Figure 1. Routed metal, one color a layer.
The bar under the picture is 20 um long.
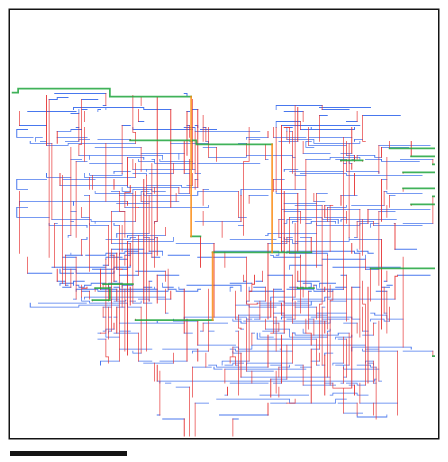
Figure 2. Ports around the boundary.
Pins as bars across the die edge, other pins in gray.
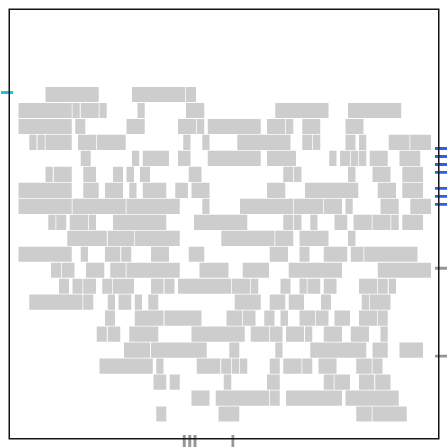
Figure 3. Clock distribution.
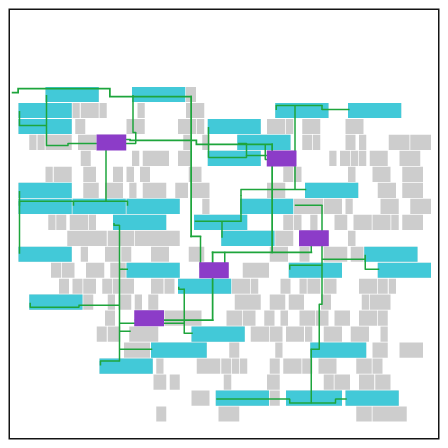
Figure 4. I/O nets highlighted.
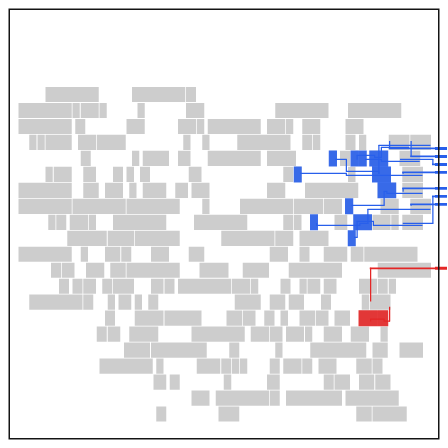
Figure 5. Cell placement.
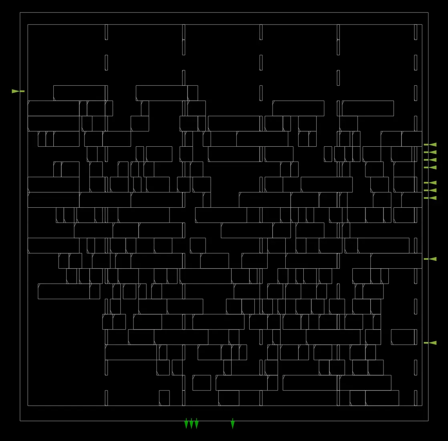
--- config.mk ---
export PLATFORM = sky130hd
export DESIGN_NAME = char_serializer_flat
export DESIGN_NICKNAME = d
export VERILOG_FILES = /design/src/rtl/char_serializer_if.sv /design/src/rtl/char_serializer.sv /design/src/flat_wrapper.sv
export SDC_FILE = /design/constraint.sdc
export NUM_CORES = 1
export LEC_CHECK = 0
export CAP_MARGIN = 20
export CORE_UTILIZATION = 35
export CTS_CLUSTER_SIZE = 20
export DETAILED_ROUTE_END_ITERATION = 8
export GPL_TIMING_DRIVEN = 0
export RECOVER_POWER = 50
export SLEW_MARGIN = 0
export SYNTH_ARGS = -nofsm -noshare
export SYNTH_HDL_FRONTEND = slang
export SYNTH_SLANG_ARGS = --single-unit
--- constraint.sdc ---
create_clock -name CLK -period 1.9 [get_ports CLK]
set_input_delay 0.57 -clock CLK [delete_from_list [all_inputs] [get_ports CLK]]
set_output_delay 0.57 -clock CLK [all_outputs]
set_load 0.02 [all_outputs]
--- src/rtl/char_serializer_if.sv ---
// Character handshake and serial-line bundle between the pattern encoder and
// the char_serializer stage.
`timescale 1ns/1ps
interface char_serializer_if;
  logic [6:0] char_in;
  logic       char_valid;
  logic       char_ready;
  logic       tx_out;
  logic       busy;
  logic       frame_done;

  modport master (
    output char_in,
    output char_valid,
    input  char_ready,
    input  tx_out,
    input  busy,
    input  frame_done
  );

  modport slave (
    input  char_in,
    input  char_valid,
    output char_ready,
    output tx_out,
    output busy,
    output frame_done
  );
endinterface

--- src/rtl/char_serializer.sv ---
// Serialises 7-bit ASCII characters into start / 7 data (LSB first) /
// optional even parity / stop frames, each bit held CLKS_PER_BIT cycles.
`timescale 1ns/1ps
module char_serializer #(
  parameter int CLKS_PER_BIT = 4,
  parameter bit PARITY_EN    = 1'b1
) (
  input  logic              CLK,
  input  logic              RST_N,
  char_serializer_if.slave  bus
);

  typedef enum logic [2:0] {
    IDLE   = 3'd0,
    START  = 3'd1,
    DATA   = 3'd2,
    PARITY = 3'd3,
    STOP   = 3'd4
  } state_t;

  localparam logic [15:0] LAST_CNT = 16'(CLKS_PER_BIT - 1);

  function automatic logic even_parity(input logic [6:0] c);
    return ^c;
  endfunction

  state_t      state_q, state_d;
  logic [15:0] cnt_q, cnt_d;
  logic [2:0]  bit_q, bit_d;
  logic [6:0]  shift_q, shift_d;
  logic        par_q, par_d;
  logic        tx_q, tx_d;
  logic        done_q, done_d;
  logic        accept_s;
  logic        last_s;

  assign bus.char_ready = (state_q == IDLE) && RST_N;
  assign accept_s       = bus.char_valid && bus.char_ready;
  assign last_s         = (cnt_q == LAST_CNT);

  // tx_d always reflects the level of the state being entered, so the line is
  // a pure register output.
  always_comb begin
    state_d = state_q;
    cnt_d   = cnt_q;
    bit_d   = bit_q;
    shift_d = shift_q;
    par_d   = par_q;
    tx_d    = tx_q;
    done_d  = 1'b0;
    case (state_q)
      IDLE: begin
        tx_d = 1'b1;
        if (accept_s) begin
          state_d = START;
          shift_d = bus.char_in;
          par_d   = even_parity(bus.char_in);
          cnt_d   = 16'd0;
          tx_d    = 1'b0;
        end else begin
          cnt_d = 16'd0;
        end
      end
      START: begin
        if (last_s) begin
          state_d = DATA;
          cnt_d   = 16'd0;
          bit_d   = 3'd0;
          tx_d    = shift_q[0];
        end else begin
          cnt_d = cnt_q + 16'd1;
        end
      end
      DATA: begin
        if (last_s) begin
          cnt_d = 16'd0;
          if (bit_q == 3'd6) begin
            if (PARITY_EN) begin
              state_d = PARITY;
              tx_d    = par_q;
            end else begin
              state_d = STOP;
              tx_d    = 1'b1;
            end
          end else begin
            bit_d   = bit_q + 3'd1;
            shift_d = {1'b0, shift_q[6:1]};
            tx_d    = shift_q[1];
          end
        end else begin
          cnt_d = cnt_q + 16'd1;
        end
      end
      PARITY: begin
        if (last_s) begin
          state_d = STOP;
          cnt_d   = 16'd0;
          tx_d    = 1'b1;
        end else begin
          cnt_d = cnt_q + 16'd1;
        end
      end
      STOP: begin
        tx_d = 1'b1;
        if (last_s) begin
          state_d = IDLE;
          cnt_d   = 16'd0;
          done_d  = 1'b1;
        end else begin
          cnt_d = cnt_q + 16'd1;
        end
      end
      default: begin
        state_d = IDLE;
        cnt_d   = 16'd0;
        tx_d    = 1'b1;
      end
    endcase
  end

  always_ff @(posedge CLK or negedge RST_N) begin
    if (!RST_N) begin
      state_q <= IDLE;
      cnt_q   <= 16'd0;
      bit_q   <= 3'd0;
      shift_q <= 7'd0;
      par_q   <= 1'b0;
      tx_q    <= 1'b1;
      done_q  <= 1'b0;
    end else begin
      state_q <= state_d;
      cnt_q   <= cnt_d;
      bit_q   <= bit_d;
      shift_q <= shift_d;
      par_q   <= par_d;
      tx_q    <= tx_d;
      done_q  <= done_d;
    end
  end

  assign bus.tx_out     = tx_q;
  assign bus.busy       = (state_q != IDLE);
  assign bus.frame_done = done_q;

endmodule

--- src/flat_wrapper.sv ---
// flat-port wrapper written by rule: the top's interface ports become plain ports
module char_serializer_flat 
#(
  parameter int CLKS_PER_BIT = 4,
  parameter bit PARITY_EN    = 1'b1
)
  (CLK, RST_N, bus_char_in, bus_char_valid, bus_char_ready, bus_tx_out, bus_busy, bus_frame_done);
  char_serializer_if bus_i ();
  input  logic CLK;
  input  logic RST_N;
  input wire logic [$bits(bus_i.char_in)-1:0] bus_char_in;
  input wire logic [$bits(bus_i.char_valid)-1:0] bus_char_valid;
  output wire logic [$bits(bus_i.char_ready)-1:0] bus_char_ready;
  output wire logic [$bits(bus_i.tx_out)-1:0] bus_tx_out;
  output wire logic [$bits(bus_i.busy)-1:0] bus_busy;
  output wire logic [$bits(bus_i.frame_done)-1:0] bus_frame_done;
  assign bus_i.char_in = bus_char_in;
  assign bus_i.char_valid = bus_char_valid;
  assign bus_char_ready = bus_i.char_ready;
  assign bus_tx_out = bus_i.tx_out;
  assign bus_busy = bus_i.busy;
  assign bus_frame_done = bus_i.frame_done;
  char_serializer #(.CLKS_PER_BIT(CLKS_PER_BIT), .PARITY_EN(PARITY_EN)) u_core (.CLK(CLK), .RST_N(RST_N), .bus(bus_i));
endmodule
==> results.toml <==
# physical design summary
[die]
die_w_um = 72.9
rows = 25
die-area_mm2 = 0.00531
fp_util_pct = 36.7
die_h_um = 72.9

[detailed_routing]
detailroute.wirelength.met2_mm = 1.63

[power]
pwr-share-comb_pct = 41.0
ir_drop_v = 0.000673
powerSeq_uw = 990

[yosys]
area_leaders = "dfrtp_1 (44%), nor2_1 (5.6%), xnor2_1 (4.5%)"
yosys.cell_types.count = 47
netlist_area_mm2 = 0.00176
xor_area_share_pct = 7.97
simple_gate_area_share_pct = 24.9
yosysTopAreaCellShare_pct = 44.1
compound_area_share_pct = 14.5
postSynthSeqShare_pct = 45.6

[global_routing]
antenna_found_initial = 0
grt-busiest-layer = "met2"
use_met1_pct = 20.0
gr-usage-met2_pct = 24.0

[critical_path]
cp_max_fo = 3

[outcome]
status = "finished clean"

[final_layout]
inverters = 6
nClkBuffers = 7
regArea_um2 = 805
area_growth_pct = 21.9
buf_share_pct = 9.57
lay_top_count = "dfrtp_1"
buffers_excl_clock = 26
top_regs = "u_core.cnt_q (16), u_core.shift_q (7)"
largest-register = "u_core.cnt_q"

[final_timing]
period_used_pct = 96.8

[clock_network]
cts_buffers = 5
cts_sinks = 32

[flow_run]
maxCapViolCount = 0

[placement]
placed_cell_area_mm2 = 0.00197
About Figure 1:
[red] metal 2 | wire length: 1630 um
[orange] metal 4 | wire length: 53.7 um
[blue] metal 1 | wire length: 1860 um
[green] metal 3 | wire length: 145 um
total global-route track usage: 15.5%
WL per Instance: 13.4 um
WL final: 3.69 mm
via count: 1407

About Figure 2:
[cyan] CLK | pins: 1 | direction: input | edge: west
[blue] bus_char_in | pins: 7 | direction: input | edge: east
all pins by edge: 9 east, 4 south, 1 west

About Figure 3:
[purple] clock drivers | count: 5
[cyan] flip-flops | count: 32
[green] clock wires | length: 480 um
routed clock nets: 6
Worst Skew: 0.00251 ns
share of power burned in the clock network: 21.6%
Worst-Skew Late Latency: 0.29 ns
clk pwr: 572 uW

About Figure 4:
[red] bus_char_valid | bits: 1 | direction: input | edge: east | end cells: 2 | buffers: 1 | wire: 22.7 um
[blue] bus_char_in | bits: 7 | direction: input | edge: east | end cells: 11 | buffers: 7 | wire: 164 um
number of I/O port buffers: 13
Top Ports: 14

About Figure 5:
Core Box Area: 0.00479 mm^2
sequential share of cell area: 37.5%
# Taps: 67

No activity file was given, so power comes from the tool's default toggle rates.
